==> images/gates.png <==
Drawn at 10 px/um.
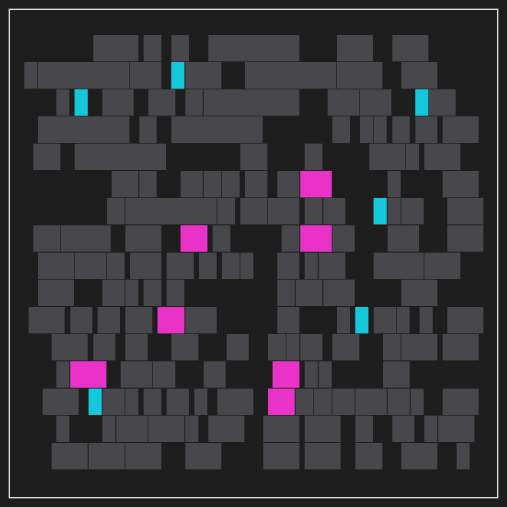
==> images/m2.png <==
Drawn at 6 px/um.
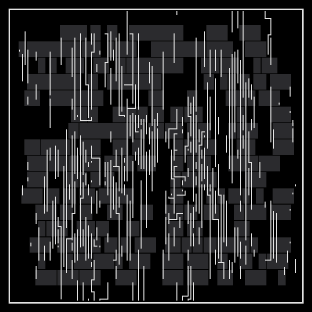
$ cat src/rtl/multicycle_main_control.sv
// ---------------------------------------------------------------------------
// multicycle_main_control
//
// Main control unit for a multicycle MIPS datapath. A Moore FSM steps each
// instruction through FETCH / DECODE / execute / memory / writeback states,
// sharing one memory port that is gated by a mem_ready handshake. A wait
// counter bounds the number of consecutive stalled cycles in a memory state;
// running out of wait budget raises a one-cycle bus_err and returns to FETCH.
//
// Optional build macro: ILLEGAL_TRAP_EN
//   defined   : an unlisted opcode in DECODE enters TRAP, which holds until
//               reset and asserts trap.
//   undefined : unlisted opcodes are executed as NOPs; trap is tied low.
//
// Parameters:
//   WAIT_LIMIT  max consecutive wait cycles in a memory state (0 = no timeout)
//   CNT_W       wait counter width, 2**CNT_W must exceed WAIT_LIMIT
//
// Ports:
//   clk, rst_n         clock (rising edge), asynchronous active-low reset
//   opcode             IR[31:26], valid from the cycle after FETCH completes
//   mem_ready          memory completes the current access this cycle
//   pc_write           unconditional PC load
//   pc_write_cond      PC load if ALU zero (beq)
//   pc_write_ncond     PC load if ALU not zero (bne)
//   iord               memory address select: 0=PC, 1=ALUOut
//   mem_read/mem_write memory requests
//   ir_write           instruction register load
//   reg_dst            00=rt, 01=rd, 10=r31
//   mem_to_reg         00=ALUOut, 01=MDR, 10=PC
//   reg_write          register file write
//   alu_src_a          0=PC, 1=A
//   alu_src_b          00=B, 01=4, 10=sign-ext imm, 11=imm<<2
//   alu_op             000 add, 010 sub, 100 and, 101 or, 110 slt, 111 funct
//   pc_source          00=ALU, 01=ALUOut, 10=jump target
//   state              current state encoding
//   instr_done         pulse on the final cycle of each instruction
//   bus_err            one-cycle pulse on memory timeout
//   trap               illegal-opcode halt indicator
// ---------------------------------------------------------------------------
module multicycle_main_control #(
    parameter int WAIT_LIMIT = 15,
    parameter int CNT_W      = 4
) (
    input  logic       clk,
    input  logic       rst_n,
    input  logic [5:0] opcode,
    input  logic       mem_ready,
    output logic       pc_write,
    output logic       pc_write_cond,
    output logic       pc_write_ncond,
    output logic       iord,
    output logic       mem_read,
    output logic       mem_write,
    output logic       ir_write,
    output logic [1:0] reg_dst,
    output logic [1:0] mem_to_reg,
    output logic       reg_write,
    output logic       alu_src_a,
    output logic [1:0] alu_src_b,
    output logic [2:0] alu_op,
    output logic [1:0] pc_source,
    output logic [3:0] state,
    output logic       instr_done,
    output logic       bus_err,
    output logic       trap
);

    typedef enum logic [3:0] {
        S_FETCH   = 4'd0,
        S_DECODE  = 4'd1,
        S_MEMADR  = 4'd2,
        S_MEMRD   = 4'd3,
        S_MEMWB   = 4'd4,
        S_MEMWR   = 4'd5,
        S_RTEXEC  = 4'd6,
        S_ALUWB   = 4'd7,
        S_BRANCH  = 4'd8,
        S_IMMEXEC = 4'd9,
        S_IMMWB   = 4'd10,
        S_JUMP    = 4'd11,
        S_JAL     = 4'd12,
        S_TRAP    = 4'd13
    } state_t;

    localparam logic [5:0] OP_RTYPE = 6'b000000;
    localparam logic [5:0] OP_J     = 6'b000010;
    localparam logic [5:0] OP_JAL   = 6'b000011;
    localparam logic [5:0] OP_BEQ   = 6'b000100;
    localparam logic [5:0] OP_BNE   = 6'b000101;
    localparam logic [5:0] OP_ADDI  = 6'b001000;
    localparam logic [5:0] OP_SLTI  = 6'b001010;
    localparam logic [5:0] OP_ANDI  = 6'b001100;
    localparam logic [5:0] OP_ORI   = 6'b001101;
    localparam logic [5:0] OP_LW    = 6'b100011;
    localparam logic [5:0] OP_SW    = 6'b101011;

    localparam bit               LIMIT_EN = (WAIT_LIMIT > 0);
    localparam logic [CNT_W-1:0] LIMIT    = CNT_W'(WAIT_LIMIT);
    localparam logic [CNT_W-1:0] CNT_ONE  = CNT_W'(1);

    state_t           state_q, state_d;
    logic [CNT_W-1:0] cnt_q, cnt_d;
    logic             wait_st;
    logic             timeout;

    // Raw (un-gated) control values from the next-state process
    logic       r_pc_write, r_pc_write_cond, r_pc_write_ncond;
    logic       r_iord, r_mem_read, r_mem_write, r_ir_write;
    logic [1:0] r_reg_dst, r_mem_to_reg;
    logic       r_reg_write, r_alu_src_a;
    logic [1:0] r_alu_src_b;
    logic [2:0] r_alu_op;
    logic [1:0] r_pc_source;
    logic       r_instr_done, r_bus_err;
`ifdef ILLEGAL_TRAP_EN
    logic       r_trap;
`endif

    always_ff @(posedge clk or negedge rst_n) begin
        if (!rst_n) begin
            state_q <= S_FETCH;
            cnt_q   <= '0;
        end else begin
            state_q <= state_d;
            cnt_q   <= cnt_d;
        end
    end

    always_comb begin
        state_d          = state_q;
        cnt_d            = '0;
        r_pc_write       = 1'b0;
        r_pc_write_cond  = 1'b0;
        r_pc_write_ncond = 1'b0;
        r_iord           = 1'b0;
        r_mem_read       = 1'b0;
        r_mem_write      = 1'b0;
        r_ir_write       = 1'b0;
        r_reg_dst        = 2'b00;
        r_mem_to_reg     = 2'b00;
        r_reg_write      = 1'b0;
        r_alu_src_a      = 1'b0;
        r_alu_src_b      = 2'b00;
        r_alu_op         = 3'b000;
        r_pc_source      = 2'b00;
        r_instr_done     = 1'b0;
        r_bus_err        = 1'b0;
`ifdef ILLEGAL_TRAP_EN
        r_trap           = 1'b0;
`endif

        wait_st = (state_q == S_FETCH) || (state_q == S_MEMRD) || (state_q == S_MEMWR);
        // mem_ready takes priority: a completing access is never a timeout
        timeout = LIMIT_EN && wait_st && !mem_ready && (cnt_q == LIMIT);

        case (state_q)
            S_FETCH: begin
                r_mem_read  = 1'b1;
                r_alu_src_b = 2'b01;
                r_ir_write  = mem_ready;
                r_pc_write  = mem_ready;
                if (mem_ready) state_d = S_DECODE;
            end
            S_DECODE: begin
                r_alu_src_b = 2'b11;
                case (opcode)
                    OP_LW, OP_SW:                     state_d = S_MEMADR;
                    OP_RTYPE:                         state_d = S_RTEXEC;
                    OP_BEQ, OP_BNE:                   state_d = S_BRANCH;
                    OP_ADDI, OP_SLTI, OP_ANDI, OP_ORI: state_d = S_IMMEXEC;
                    OP_J:                             state_d = S_JUMP;
                    OP_JAL:                           state_d = S_JAL;
                    default: begin
`ifdef ILLEGAL_TRAP_EN
                        state_d = S_TRAP;
`else
                        state_d      = S_FETCH;
                        r_instr_done = 1'b1;
`endif
                    end
                endcase
            end
            S_MEMADR: begin
                r_alu_src_a = 1'b1;
                r_alu_src_b = 2'b10;
                state_d     = (opcode == OP_SW) ? S_MEMWR : S_MEMRD;
            end
            S_MEMRD: begin
                r_mem_read = 1'b1;
                r_iord     = 1'b1;
                if (mem_ready) state_d = S_MEMWB;
            end
            S_MEMWB: begin
                r_reg_write  = 1'b1;
                r_mem_to_reg = 2'b01;
                r_instr_done = 1'b1;
                state_d      = S_FETCH;
            end
            S_MEMWR: begin
                r_mem_write = 1'b1;
                r_iord      = 1'b1;
                if (mem_ready) begin
                    r_instr_done = 1'b1;
                    state_d      = S_FETCH;
                end
            end
            S_RTEXEC: begin
                r_alu_src_a = 1'b1;
                r_alu_op    = 3'b111;
                state_d     = S_ALUWB;
            end
            S_ALUWB: begin
                r_reg_write  = 1'b1;
                r_reg_dst    = 2'b01;
                r_instr_done = 1'b1;
                state_d      = S_FETCH;
            end
            S_BRANCH: begin
                r_alu_src_a      = 1'b1;
                r_alu_op         = 3'b010;
                r_pc_source      = 2'b01;
                r_pc_write_cond  = (opcode == OP_BEQ);
                r_pc_write_ncond = (opcode == OP_BNE);
                r_instr_done     = 1'b1;
                state_d          = S_FETCH;
            end
            S_IMMEXEC: begin
                r_alu_src_a = 1'b1;
                r_alu_src_b = 2'b10;
                case (opcode)
                    OP_ANDI: r_alu_op = 3'b100;
                    OP_ORI:  r_alu_op = 3'b101;
                    OP_SLTI: r_alu_op = 3'b110;
                    default: r_alu_op = 3'b000;
                endcase
                state_d = S_IMMWB;
            end
            S_IMMWB: begin
                r_reg_write  = 1'b1;
                r_instr_done = 1'b1;
                state_d      = S_FETCH;
            end
            S_JUMP: begin
                r_pc_write   = 1'b1;
                r_pc_source  = 2'b10;
                r_instr_done = 1'b1;
                state_d      = S_FETCH;
            end
            S_JAL: begin
                r_pc_write   = 1'b1;
                r_pc_source  = 2'b10;
                r_reg_write  = 1'b1;
                r_reg_dst    = 2'b10;
                r_mem_to_reg = 2'b10;
                r_instr_done = 1'b1;
                state_d      = S_FETCH;
            end
`ifdef ILLEGAL_TRAP_EN
            S_TRAP: begin
                r_trap  = 1'b1;
                state_d = S_TRAP;
            end
`endif
            default: state_d = S_FETCH;
        endcase

        // Wait accounting: every non-stalled cycle leaves the counter at zero,
        // which is what clears it on entry to the next memory state.
        if (wait_st && !mem_ready) begin
            if (timeout) begin
                r_bus_err = 1'b1;
                state_d   = S_FETCH;
            end else if (cnt_q != '1) begin
                cnt_d = cnt_q + CNT_ONE;
            end else begin
                cnt_d = cnt_q;
            end
        end
    end

    // All controls are forced low while reset is held, so a reset in the
    // middle of an instruction cannot leak a write or a memory request.
    assign pc_write       = rst_n & r_pc_write;
    assign pc_write_cond  = rst_n & r_pc_write_cond;
    assign pc_write_ncond = rst_n & r_pc_write_ncond;
    assign iord           = rst_n & r_iord;
    assign mem_read       = rst_n & r_mem_read;
    assign mem_write      = rst_n & r_mem_write;
    assign ir_write       = rst_n & r_ir_write;
    assign reg_dst        = {2{rst_n}} & r_reg_dst;
    assign mem_to_reg     = {2{rst_n}} & r_mem_to_reg;
    assign reg_write      = rst_n & r_reg_write;
    assign alu_src_a      = rst_n & r_alu_src_a;
    assign alu_src_b      = {2{rst_n}} & r_alu_src_b;
    assign alu_op         = {3{rst_n}} & r_alu_op;
    assign pc_source      = {2{rst_n}} & r_pc_source;
    assign instr_done     = rst_n & r_instr_done;
    assign bus_err        = rst_n & r_bus_err;
    assign state          = state_q;
`ifdef ILLEGAL_TRAP_EN
    assign trap           = rst_n & r_trap;
`else
    assign trap           = 1'b0;
`endif

endmodule
$ cat config.mk
export PLATFORM = sky130hd
export DESIGN_NAME = multicycle_main_control
export DESIGN_NICKNAME = d
export VERILOG_FILES = /design/src/rtl/multicycle_main_control.sv
export SDC_FILE = /design/constraint.sdc
export NUM_CORES = 1
export LEC_CHECK = 0
export CAP_MARGIN = 20
export CORE_MARGIN = 1
export CORE_UTILIZATION = 45
export CTS_CLUSTER_DIAMETER = 200
export DETAILED_ROUTE_END_ITERATION = 8
export PLACE_DENSITY_LB_ADDON = 0.08
export SLEW_MARGIN = 20
export SYNTH_ARGS = -nofsm -noshare
export SYNTH_HDL_FRONTEND = slang
export SYNTH_SLANG_ARGS = --single-unit
$ cat constraint.sdc
create_clock -name clk -period 2.9 [get_ports clk]
set_input_delay 0.29 -clock clk [delete_from_list [all_inputs] [get_ports clk]]
set_output_delay 0.29 -clock clk [all_outputs]
set_load 0.02 [all_outputs]
==> COMMIT_EDITMSG <==
Refresh implementation metrics

- Run status: finished, final reports clean
- STA lists the startpoint of the worst register-to-register path as state[1]$_DFF_PN0_.
- Final hold slack: 0.403 ns
- The global route stage reports its total congestion overflow as 0.
- STA lists the endpoint of the worst register-to-register path as state[0]$_DFF_PN0_.
- Per the synth stats, the proportion of register bits with asynchronous set or reset is 100%.
* Number of DRC markers after the initial detailed-route iteration: 24
- Per the synth stats, the flop cell with the highest instance count is sky130_fd_sc_hd__dfrtp_1.
* Power density normalized to cell area: 657 nW/um^2
* Max capacitance violation total: 0
- Fraction of power spent switching nets: between 40 and 50%
- Seq Cell Count: 8
- Simple logic cell fraction of the synthesized area: 38.4%
- The number of different library cells used by synthesis comes to 48.
- Non-clock buffering overhead: 28.0%
- For this design, the sink count on the clock tree is 8.
- Counting both buffers and inverters, the worst setup path holds a total of 1.
* Busiest grt layer: met2
- Tool warning count: 26
* Global-route met2 utilization: 37.7%
- Max VDD drop: 0.000393 V
* Placed instance area: between 1000 and 1500 um^2
* Power consumed by sequential cells: 231 uW
* Post-synth EDFFs: 0
* Share of the synthesized netlist area taken by xor and xnor gates: 3.57%
* Most frequent logic cell in the layout: sky130_fd_sc_hd__clkdlybuf4s50_1
- Of the total power, combinational logic draws about 64%.
- The synthesized design devotes to its leading area cell type 20.4% of total area.
- Walking the worst path, the cells encountered are nand2b_4 > nor3_1 > a41oi_1 > nor2_1 > clkdlybuf4s50_1.
- Derived from the worst setup path, the maximum achievable clock frequency is 381 MHz.
- Overall power of the completed layout: 869 uW
- Adder-Cell Fraction of Synth Area: 1.28%
- Post-detailed-route count of antenna-violating nets: 0
- Layout cell share with drive strength beyond 1: 8.54%
- Via count of the first global-routing pass: 966
- Number of hold-slack violations in the final timing report: 0
* Yosys reg bits: 8
* Class of the worst hold path: input port to async pin
- Entering global routing, the biggest net connects 25 pins.
* Clock Pin Slew Worst Setup and Hold Paths: 0.05 ns
- At the pin with the least slew margin, the transition time is ~0.66 ns.
- Wire length on met3: 132 um
* Launching element type of the critical path: register
* TritonCTS clock tree: yes
- RSZ-0062 raised after global routing: no
-- gates.png (at the start) --
[cyan] inv cells | cells: 6
[magenta] non-inverting ao/oa cells | cells: 7

-- m2.png (at the start) --
nets with wire on the layer: 156
wire length on this layer: 1280 um
share of all routed wire: 49%

No activity file was given, so power comes from the tool's default toggle rates.
